Run 1, met1 routing:
Scale bar: 20 um.
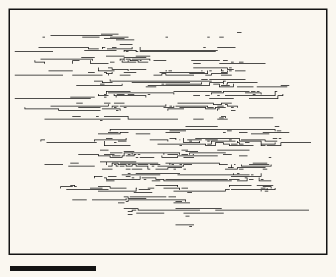
Run 1, the metal 2 layer:
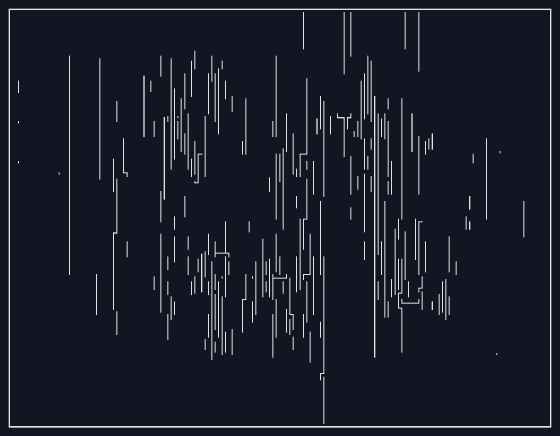
Run 1, met3 routing:
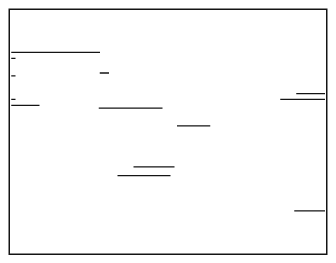
==> config.mk <==
export PLATFORM = sky130hd
export DESIGN_NAME = plane_wave_ramp
export DESIGN_NICKNAME = d
export VERILOG_FILES = /design/src/rtl/plane_wave_ramp.sv
export SDC_FILE = /design/constraint.sdc
export NUM_CORES = 1
export LEC_CHECK = 0
export CELL_PAD_IN_SITES_DETAIL_PLACEMENT = 0
export CELL_PAD_IN_SITES_GLOBAL_PLACEMENT = 2
export CORE_ASPECT_RATIO = 0.75
export CORE_MARGIN = 3
export CORE_UTILIZATION = 33
export DETAILED_ROUTE_END_ITERATION = 16
export GPL_TIMING_DRIVEN = 0
export MAX_ROUTING_LAYER = met4
export PLACE_DENSITY = 0.82
export SLEW_MARGIN = 20
export SYNTH_ARGS = -nofsm -noshare
export SYNTH_HDL_FRONTEND = slang
export SYNTH_SLANG_ARGS = --single-unit
export TNS_END_PERCENT = 100
==> constraint.sdc <==
create_clock -name clk -period 2.93 [get_ports clk]
set_input_delay 0.586 -clock clk [delete_from_list [all_inputs] [get_ports clk]]
set_output_delay 0.586 -clock clk [all_outputs]
set_load 0.05 [all_outputs]
==> impl_metrics.tcl, run 1 <==
# yosys + openroad results
set metrics [dict create \
    end_kind "register" \
    globalplace.congestion 0.8047 \
    ys.flops 17 \
    cts.sinks 17 \
    power_density_nw_per_um2 405.2 \
    required_ns 3.09 \
    numCtsBuffers 3 \
    diodes 0 \
    path_buffers 3 \
    grt_util_all_layers_pct 13.61 \
    crit_family "simple AND/OR/NAND/NOR gates" \
    fmax_mhz 394.3 \
    path_clk_slew_ns 0.06 \
    yosys_area_um2 1119 \
    hold_path.class "reg -> reg" \
    vdd_drop_max_uv 224.5 \
    layout_top_cells "dfrtp_1, clkdlybuf4s50_1, nor2_1, inv_1" \
    grt_pass1_wl_um 4353 \
    yosysWarnings 0 \
    cts-root-buf "clkbuf_8" \
    max_slew.worst_pin.slew_ns 0.8213 \
    slowest_stage "or4b_1" \
    hold_buffers 0 \
    dpl.hpwl_um 1930 \
    largest_register_ffs 10 \
    fp_util_pct 36.27 \
    min_period_over_period_pct 86.55 \
    start_kind "register" \
    drc 0 \
    rows 17 \
    cts_resized 0 \
    finalSetupViolations 0 \
    r2r_cells 8 \
    syn_area_per_cell_um2 9.321 \
    core_um2 3084 \
    max_stage_delay_ns 0.51 \
    nets 151 \
    lay_top_count "dfrtp_1" \
    die_w_um 73.23 \
    max_cap_violations 0 \
    hold_depth 2 \
    hold_viol 0 \
    async_reset_ff_share_pct 100.0 \
    clock_path_buffers 2 \
    syn_inst 120 \
    postSynthSeqShare_pct 38.14 \
    reg2reg_slack_ns 0.39 \
    drive_above_1_share_pct 7.353 \
    setup_tns_ns 0 \
    ys_cells 120 \
    clk_latency_ns 0.24 \
    first_pass_iters 5 \
    slew_viol_final 0 \
    placedCellCount 170 \
    power_uw 539.4 \
    cp_max_fo 10 \
    overflow 0 \
    syn2layout_area_growth_pct 19.02 \
    fin_cells 174 \
    cts_max_level 1 \
    worst-setup-path-type "reg -> reg" \
    ff_type "dfrtp_1" \
    critPathArrivalTime_ns 2.70 \
    post_cts_buffers 0 \
    grt_max_degree 18 \
    dieArea_um2 4131 \
    edf_count 0 \
    crit_cells 8 \
    vias_per_cell 5.460 \
    rsz0062_at_grt "no" \
    relSlewSlack_pct 45.01 \
    drt-initial-drc-count 31 \
    synthesis.nets 134 \
    status "finished, final reports clean" \
]
Back to the opening pictures, 'met1 routing':
nets with wire on the layer: 134
share of all routed wire: 57%
main direction: horizontal
longest straight run: 38.2 um
wire length on this layer: 1,430 um
total wire length: 2490 um
met1 Track Usage GR: 20.37%
vias: 950

Back to the opening pictures, 'the metal 2 layer':
nets with wire on the layer: 115
main direction: vertical
M2 GR Usage: 18.22%

Back to the opening pictures, 'met3 routing':
nets with wire on the layer: 12
main direction: horizontal
share of all routed wire: 3.9%
met3 global-route usage: 4.293%

-- run 1: cells in the mapped netlist, types with 5 or more instances --
master   number  area share [%]
dfrtp_1      16              36
nor2_1       11             3.7
inv_1         8             2.7
ha_1          7             7.8
nand3_1       7             3.1
a21oi_1       6             2.7
xnor2_1       6             4.7
nor4_1        5             2.8
-- run 1: cells by family after synthesis --
logic type | after synthesis | synth area share, %
AOI/OAI and AO/OA | 26 | 17.00
xor gates and xnor gates | 6 | 4.698
adders and majority gates | 7 | 7.830
buffers and inverters | 13 | 5.145
DFF | 17 | 38.14
muxes | 2 | 1.790
and+or+nand+nor | 49 | 25.39
-- run 1: power breakdown --
group | internal, uW | switching, uW
clock | 96.2 | 71.5
sequential | 244 | 9.65
combinational | 45.2 | 72.8
-- run 1: worst register-to-register path: stages, from the launching register on --
cell and delay (ns):
dfrtp_1 0.41, inv_1 0.15, ha_1 0.31, or3b_1 0.36, buf_2 0.16, or2_4 0.25, buf_6 0.14, or4b_1 0.51
a21oi_1 0.16
-- run 1: routing by layer --
metal  track usage [%]  vias up  wire length, um
met5                 -        -                0
met4             1.579        0               12
met3             4.293        2               96
met2             18.22       17              951
met1             20.37      453             1429
li1                  -      478                -
-- run 1: per-stage QoR --
stage | instance area (um2) | utilization (%) | setup slack [ns]
3_3_place_gp | 1286 | 41.70 | 0.1684
3_5_place_dp | 1286 | 41.70 | 0.1301
6_report | 1331 | 43.16 | 0.3941
5_1_grt | 1331 | 43.16 | 0.2556
2_1_floorplan | 1119 | - | 0.3693
4_1_cts | 1331 | 43.16 | 0.3909
-- run 1: final cells by class --
cell class	count	area, um2
fillers	301	1753
multi-input cells	90	634.4
flip-flops and latches	17	426.7
repair buffers	12	120.1
well taps	38	47.55
clock buffers	4	45.04
inverters	8	30.03
plain buffers	5	27.53
--- run 2 (diff from run 1) ---
Settings changed: CAP_MARGIN from default to 10.
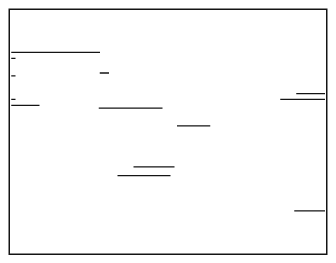
Run 2: met3 routing
longest straight run: 20.2 um
wire length on this layer: 96.6 um
main direction: horizontal
nets with wire on the layer: 12

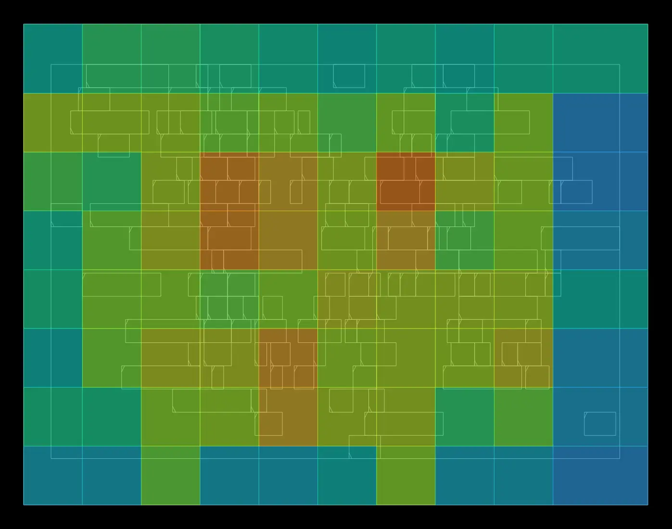
Run 2: routing congestion map
Core Util, Final: 43.16%
gr usage total: 13.61%
GR peak layer: met1
routed length per instance: 14.31 um

==> run 2 against run 1 <==
  * Count of clock-buffer cells in the layout did not move
  * Sequential power barely moved
  * Total power unchanged
  * Largest cell class unchanged
  * Die area did not move
  * Critical path type unchanged
==> impl_metrics.tcl, run 2 <==
# yosys + openroad results
set metrics [dict create \
    status "finished, final reports clean" \
    clk_latency_ns 0.24 \
    cts.sinks 17 \
    slowest_stage "or4b_1" \
    clock_path_buffers 2 \
    post_cts_buffers 0 \
    p_clk_share_pct 31.1 \
    fp_util_pct 36.27 \
    cp_max_fo 10 \
    num-fill-cells 301 \
    vdd_drop_max_uv 224.5 \
    r2r_cells 8 \
    power_density_nw_per_um2 405.2 \
    reg2reg_slack_ns 0.39 \
    vias_per_cell 5.460 \
    switching_share_pct 28.54 \
    required_ns 3.09 \
    critPathArrivalTime_ns 2.70 \
    power_uw 539.4 \
    top_cell "dfrtp_1" \
    globalplace.congestion 0.8047 \
    start_kind "register" \
    cts_max_level 1 \
    ys_sh_xor_pct 4.698 \
    largest_area_cell "dfrtp_1" \
    yosysWarnings 0 \
    place_ws_ns 0.1301 \
    p_switching_uw 154.0 \
    ys_top_cells_by_count "dfrtp_1, nor2_1, inv_1, ha_1, nand3_1" \
    hold_buffers 0 \
    synthesis.nets 134 \
    core_um2 3084 \
    hold_path.class "reg -> reg" \
    slew_viol_final 0 \
    max_cap_violations 0 \
    lay_top_count "dfrtp_1" \
    worst-setup-path-type "reg -> reg" \
    synthTopLogicFamily "simple AND/OR/NAND/NOR gates" \
    drc 0 \
    path_buffers 3 \
    fmax_mhz 394.3 \
    aoi_share_pct 17.00 \
    setup_slack_ns 0.3941 \
    area_leaders "dfrtp_1, ha_1, xnor2_1, nor2_1, nand3_1" \
    top_area_share_pct 35.79 \
    cts_resized 0 \
    rsz0062_at_grt "no" \
    path_clk_slew_ns 0.06 \
    min_period_over_period_pct 86.55 \
    combPwrFrac_pct 21.9 \
    largest_register_ffs 10 \
    diodes 0 \
    simple_gate_share_pct 25.39 \
    cts-root-buf "clkbuf_8" \
    grt_pass1_wl_um 4353 \
    relSlewSlack_pct 45.01 \
    vias 950 \
    drive_above_1_share_pct 7.353 \
    edf_count 0 \
    layout_top_cells "dfrtp_1, clkdlybuf4s50_1, nor2_1, inv_1" \
    intPower_uw 385.5 \
]
-- run 2: cell counts after synthesis --
Identical to the previous run, type by type.
-- run 2: cell families (layout without fill, tap and decap cells) --
kind of cell               after synthesis  count (layout)
AOI/OAI and AO/OA                       26              26
DFF                                     17              17
buffers and inverters                   13              29
muxes                                    2               2
xor gates and xnor gates                 6               6
and+or+nand+nor                         49              49
adders and majority gates                7               7
-- run 2: worst register-to-register path: cells and delay by family, from the launching register on --
kind                       cells  cell delay (ns)
DFF                            1             0.41
adders and majority gates      1             0.31
AOI/OAI and AO/OA              1             0.16
and+or+nand+nor                3             1.12
buffers and inverters          3             0.45
-- run 2: power groups by stage --
stage	clock [uW]	sequential [uW]	combinational, uW
CTS	177	254	119
global placement	0	258	118
finish	168	254	118
detailed placement	0	258	118
floorplan	0	283	51.7
global route	186	256	131
-- run 2: stage by stage --
stage                     hold slack (ns)  area [um2]  cells
after detailed placement           0.5320        1286    170
after CTS                          0.5464        1331    174
after global routing               0.5805        1331    174
after global placement             0.5320        1286    170
after floorplan                    0.2904        1119    120
final                              0.5381        1331    174
-- run 2: final cells by class --
type                            instances  area (um2)  area share (%)
Buffer                                  5       27.53           2.068
Clock buffer                            4       45.04           3.383
Inverter                                8       30.03           2.256
Multi-Input combinational cell         90       634.4           47.65
Sequential cell                        17       426.7           32.05
Tap cell                               38       47.55           3.571
Timing Repair Buffer                   12       120.1           9.023
-- run 2: per-layer routing --
| metal | part of all wire, % | global-route usage (%) | vias up |
|---|---|---|---|
| li1 | - | - | 478 |
| met4 | 0.48 | 1.579 | 0 |
| met1 | 57 | 20.37 | 453 |
| met3 | 3.9 | 4.293 | 2 |
| met2 | 38 | 18.22 | 17 |
| met5 | 0 | - | - |
Power is estimated from default activity; no workload was simulated.
